### src/rtl/cpu_mult_pkg.sv
// cpu_mult_pkg: shared types and constants for the sequential multiplier.
//   mult_state_t : control FSM states (IDLE / RUN / DONE)
//   MULT_W       : operand width, fixed to match the 16-bit CLA adder
//   MULT_ITERS   : shift-and-add iterations per multiply
//   MULT_CNT_W   : width of the iteration counter
package cpu_mult_pkg;

    localparam int unsigned MULT_W     = 16;
    localparam int unsigned MULT_ITERS = 16;
    localparam int unsigned MULT_CNT_W = 4;

    typedef enum logic [1:0] {
        IDLE,
        RUN,
        DONE
    } mult_state_t;

endpackage

### src/rtl/seq_mult_16_if.sv
// seq_mult_16_if: request/response bundle between the control unit and the
// sequential multiplier.
//   start   : request, honoured only while ready=1
//   a, b    : multiplicand / multiplier, captured on the accepted start
//   ready   : multiplier idle and able to accept start
//   busy    : iterating
//   done    : one-cycle pulse, product valid
//   product : 32-bit result, held until the next completion
// master = requester (control unit), slave = multiplier.
interface seq_mult_16_if;
    import cpu_mult_pkg::*;

    logic                  start;
    logic [MULT_W-1:0]     a;
    logic [MULT_W-1:0]     b;
    logic                  ready;
    logic                  busy;
    logic                  done;
    logic [2*MULT_W-1:0]   product;

    modport master (
        output start, a, b,
        input  ready, busy, done, product
    );

    modport slave (
        input  start, a, b,
        output ready, busy, done, product
    );

endinterface

### src/rtl/alt_CLA_5_5_6_adder.sv
// alt_CLA_5_5_6_adder: 16-bit carry-lookahead adder split into groups of
// 5, 5 and 6 bits. Group generate/propagate terms feed a lookahead stage
// that produces each group's carry-in; bits inside a group ripple from it.
// No carry-out is exposed.
//   a_i, b_i : 16-bit operands
//   cin_i    : carry-in
//   sum_o    : 16-bit sum (modulo 2^16)
module alt_CLA_5_5_6_adder (
    input  logic [15:0] a_i,
    input  logic [15:0] b_i,
    input  logic        cin_i,
    output logic [15:0] sum_o
);

    logic [15:0] g;
    logic [15:0] p;
    logic        gg0, gg1, gp0, gp1;
    logic        gc1, gc2;

    assign g = a_i & b_i;
    assign p = a_i ^ b_i;

    // Group generate/propagate for the two lower groups; the top group's
    // terms would only feed a carry-out, which this adder does not provide.
    always_comb begin
        gg0 = 1'b0;
        gp0 = 1'b1;
        gg1 = 1'b0;
        gp1 = 1'b1;
        for (int unsigned i = 0; i < 5; i++) begin
            gg0 = g[i] | (p[i] & gg0);
            gp0 = gp0 & p[i];
        end
        for (int unsigned i = 5; i < 10; i++) begin
            gg1 = g[i] | (p[i] & gg1);
            gp1 = gp1 & p[i];
        end
    end

    assign gc1 = gg0 | (gp0 & cin_i);
    assign gc2 = gg1 | (gp1 & gg0) | (gp1 & gp0 & cin_i);

    always_comb begin
        logic cr;
        sum_o = '0;
        cr    = cin_i;
        for (int unsigned i = 0; i < 16; i++) begin
            if (i == 5)  cr = gc1;
            if (i == 10) cr = gc2;
            sum_o[i] = p[i] ^ cr;
            cr       = g[i] | (p[i] & cr);
        end
    end

endmodule

### src/rtl/seq_mult_16.sv
// seq_mult_16: sequential 16x16 unsigned shift-and-add multiplier.
// One iteration per cycle for 16 cycles, using the shared 5/5/6 CLA adder
// for the partial-product add and rebuilding its missing carry-out here.
//   clk, rst : clock, synchronous active-high reset
//   bus      : slave side of seq_mult_16_if (start/a/b in,
//              ready/busy/done/product out)
module seq_mult_16
    import cpu_mult_pkg::*;
#(
    parameter int unsigned WIDTH = MULT_W
) (
    input  logic          clk,
    input  logic          rst,
    seq_mult_16_if.slave  bus
);

    localparam logic [MULT_CNT_W-1:0] CNT_LAST = MULT_CNT_W'(MULT_ITERS - 1);

    mult_state_t             state_q;
    logic [WIDTH-1:0]        m_q;
    logic [2*WIDTH-1:0]      p_q;
    logic [2*WIDTH-1:0]      p_d;
    logic [MULT_CNT_W-1:0]   cnt_q;
    logic [2*WIDTH-1:0]      product_q;
    logic                    ready_q;
    logic                    busy_q;
    logic                    done_q;

    logic [WIDTH-1:0]        add_a;
    logic [WIDTH-1:0]        add_s;
    logic                    carry;

    assign add_a = p_q[2*WIDTH-1:WIDTH];

    alt_CLA_5_5_6_adder u_add (
        .a_i   (add_a),
        .b_i   (m_q),
        .cin_i (1'b0),
        .sum_o (add_s)
    );

    // Carry-out recovered from operand MSBs and sum MSB: a carry leaves
    // bit 15 if both MSBs are set, or exactly one is set and the sum MSB
    // dropped to 0.
    assign carry = (add_a[WIDTH-1] & m_q[WIDTH-1])
                 | ((add_a[WIDTH-1] ^ m_q[WIDTH-1]) & ~add_s[WIDTH-1]);

    always_comb begin
        p_d = '0;
        if (p_q[0]) begin
            p_d = {carry, add_s, p_q[WIDTH-1:1]};
        end else begin
            p_d = {1'b0, p_q[2*WIDTH-1:WIDTH], p_q[WIDTH-1:1]};
        end
    end

    always_ff @(posedge clk) begin
        if (rst) begin
            state_q   <= IDLE;
            m_q       <= '0;
            p_q       <= '0;
            cnt_q     <= '0;
            product_q <= '0;
            ready_q   <= 1'b1;
            busy_q    <= 1'b0;
            done_q    <= 1'b0;
        end else begin
            case (state_q)
                IDLE: begin
                    if (bus.start) begin
                        m_q     <= bus.a;
                        p_q     <= {{WIDTH{1'b0}}, bus.b};
                        cnt_q   <= '0;
                        state_q <= RUN;
                        ready_q <= 1'b0;
                        busy_q  <= 1'b1;
                    end
                end
                RUN: begin
                    p_q   <= p_d;
                    cnt_q <= cnt_q + MULT_CNT_W'(1);
                    if (cnt_q == CNT_LAST) begin
                        product_q <= p_d;
                        state_q   <= DONE;
                        busy_q    <= 1'b0;
                        done_q    <= 1'b1;
                    end
                end
                DONE: begin
                    state_q <= IDLE;
                    done_q  <= 1'b0;
                    ready_q <= 1'b1;
                end
                default: begin
                    state_q <= IDLE;
                end
            endcase
        end
    end

    assign bus.ready   = ready_q;
    assign bus.busy    = busy_q;
    assign bus.done    = done_q;
    assign bus.product = product_q;

endmodule

### src/flat_wrapper.sv
// flat-port wrapper written by rule: the top's interface ports become plain ports
module seq_mult_16_flat import cpu_mult_pkg::*;
#(
    parameter int unsigned WIDTH = MULT_W
)
  (clk, rst, bus_start, bus_a, bus_b, bus_ready, bus_busy, bus_done, bus_product);
  seq_mult_16_if bus_i ();
  input  logic clk;
  input  logic rst;
  input wire logic [$bits(bus_i.start)-1:0] bus_start;
  input wire logic [$bits(bus_i.a)-1:0] bus_a;
  input wire logic [$bits(bus_i.b)-1:0] bus_b;
  output wire logic [$bits(bus_i.ready)-1:0] bus_ready;
  output wire logic [$bits(bus_i.busy)-1:0] bus_busy;
  output wire logic [$bits(bus_i.done)-1:0] bus_done;
  output wire logic [$bits(bus_i.product)-1:0] bus_product;
  assign bus_i.start = bus_start;
  assign bus_i.a = bus_a;
  assign bus_i.b = bus_b;
  assign bus_ready = bus_i.ready;
  assign bus_busy = bus_i.busy;
  assign bus_done = bus_i.done;
  assign bus_product = bus_i.product;
  seq_mult_16 #(.WIDTH(WIDTH)) u_core (.clk(clk), .rst(rst), .bus(bus_i));
endmodule
### config.mk
export PLATFORM = sky130hd
export DESIGN_NAME = seq_mult_16_flat
export DESIGN_NICKNAME = d
export VERILOG_FILES = /design/src/rtl/cpu_mult_pkg.sv /design/src/rtl/seq_mult_16_if.sv /design/src/rtl/alt_CLA_5_5_6_adder.sv /design/src/rtl/seq_mult_16.sv /design/src/flat_wrapper.sv
export SDC_FILE = /design/constraint.sdc
export NUM_CORES = 1
export LEC_CHECK = 0
export CAP_MARGIN = 15
export CORE_ASPECT_RATIO = 1.75
export CORE_MARGIN = 2
export CORE_UTILIZATION = 57
export DETAILED_ROUTE_END_ITERATION = 12
export PLACE_DENSITY = 0.95
export SYNTH_ARGS = -nofsm -noshare
export SYNTH_HDL_FRONTEND = slang
export SYNTH_SLANG_ARGS = --single-unit
### constraint.sdc
create_clock -name clk -period 10.2 [get_ports clk]
set_input_delay 1.02 -clock clk [delete_from_list [all_inputs] [get_ports clk]]
set_output_delay 1.02 -clock clk [all_outputs]
set_load 0.02 [all_outputs]
==> qor.tcl <==
set qor(flop_cell) {sky130_fd_sc_hd__dfxtp_1}
set qor(met2_layer_usage_reported_by_global_route_pct) 47.4
set qor(core_area_sq_um) 6860
set qor(power.share.clock_pct) 40.1
set qor(min_path_type) {register to register}
set qor(post_cts.resized_instances) 0
set qor(syn_area_sq_um) 4010
set qor(grt_most_used_layer) {met2}
set qor(mux_area_share_pct) 1.56
set qor(floorplan.core_util_pct) 58.4
set qor(clk_path_buf_depth) 2
set qor(min_period_over_period_pct) 56.6
set qor(combinationalPowerShare_pct) 11.1
set qor(tightest_slew_ps) 1170
set qor(slew_viol_final) 0
set qor(floorplan.die_area_sq_um) 7740
set qor(synth_adder_area_share_pct) 9.18
set qor(worstSetupEndpoint) {u_core.bus.product[30]$_SDFFE_PP0P_}
set qor(ir_drop_uv) 103
set qor(timing.critical_path.cells) {ha_1 > inv_1 > fa_1 > fa_1 > fa_1 > fa_1 > nor2b_1 > o211ai_1 > o2bb2ai_1 > fa_1 > fa_1 > fa_1 > fa_1 > inv_1 > fa_1 > fa_1 > mux2i_1 > a211oi_1}
set qor(routed-wl-met3_um) 722
set qor(antenna_found_initial) 0
set qor(grt_use_met1_pct) 32.3
set qor(status) {finished clean}
set qor(timing.max_cap.violations) 0
set qor(synth.area.top_cells) {sky130_fd_sc_hd__dfxtp_1 (44%), sky130_fd_sc_hd__a21oi_1 (7.1%), sky130_fd_sc_hd__fa_1 (7.0%)}
set qor(synth_chip_area_sq_um) 4010
set qor(cts_inserted_buffers) 9
set qor(dr_wl_met2_um) 5340
set qor(die_w_um) 67.4
set qor(crit-reg2reg-capture) {u_core.bus.product[30]$_SDFFE_PP0P_}
set qor(fraction_of_power_consumed_by_sequential_logic_pct) 48.8
set qor(logic_area_sq_um) 1960
set qor(cp.depth) 18
set qor(relSlewSlack_pct) 21.9
set qor(cts_setup_buffers) 0
set qor(grt_first_pass_wirelength_um) 16400
set qor(logic_family) {AND-OR/OR-AND gates}
set qor(hold_buffers) 0
set qor(unrepaired_setup_endpoints_after_global_routing) {false}
set qor(die_height_um) 115
set qor(power.share.switching_pct) 25.9
set qor(cp_data_required_time_ps) 10410
set qor(regToRegSetupSlack_ps) 4420
layout make-up:
type | count | area share, %
multi-input cells | 285 | 39.4
flip-flops and latches | 89 | 35.9
inverters | 29 | 2.19
repair buffers | 74 | 14.7
clock inverters | 5 | 0.605
clock buffers | 11 | 5.09
well taps | 84 | 2.12
metrics by stage:
step / hold slack, ps / power, mW / std cells / utilization, % / area [sq um]
after global routing: 465 / 0.802 / 577 / 72.4 / 4960
after CTS: 455 / 0.779 / 576 / 72.3 / 4960
after floorplan: 436 / 0.437 / 438 / - / 4010
after detailed placement: 447 / 0.470 / 560 / 68.2 / 4670
final: 456 / 0.777 / 577 / 72.4 / 4960
after global placement: 444 / 0.465 / 560 / 68.2 / 4670
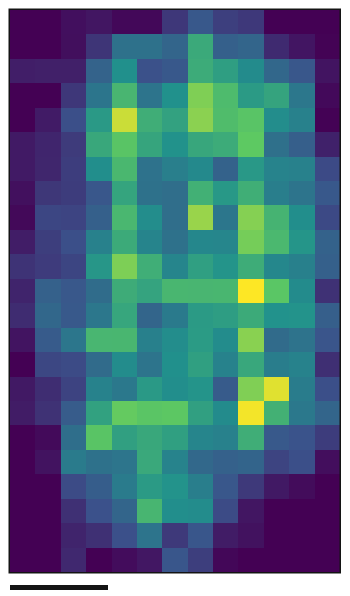
Figure 1: wiring heat map.
Bar = 20 um. The die is cut into 13 by 23 equal tiles; dark purple is low, yellow is high, scaled to the fullest tile. Values are wire area over tile area, all layers added.
27% of the tiles are over half the peak. The fullest tile reaches 0.63. The mean over all tiles is 0.22. 12% of the tiles are nearly empty.
Post-Route WL: 10200 um
Total Routing Usage GR: 28.3%
via count: 3502
routed wirelength normalized by instance count: 17.7 um

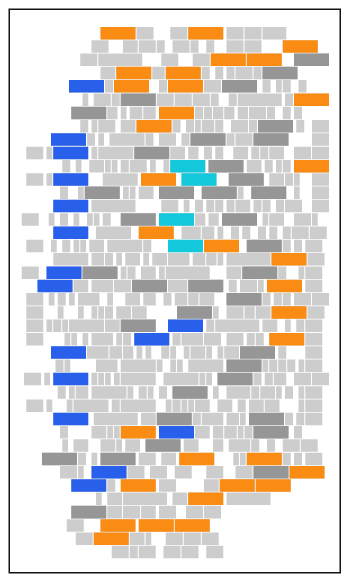
Figure 2: register map, names as in the netlist.
Other sequential cells in the stronger gray, the rest of the logic in the fainter gray.
Blue is u_core.m_q, sequential cells 16. Cyan is u_core.cnt_q, sequential cells 4. Orange is u_core.bus.product, sequential cells 32.
Another 37 sequential cells are not colored.
Seq area share: 35.9%
Core Util, Final: 72.4%
Sequential cell area: 1780 sq um
sequential power: 0.379 mW

Power figures rest on the tool's default switching activity, not on a simulated workload.
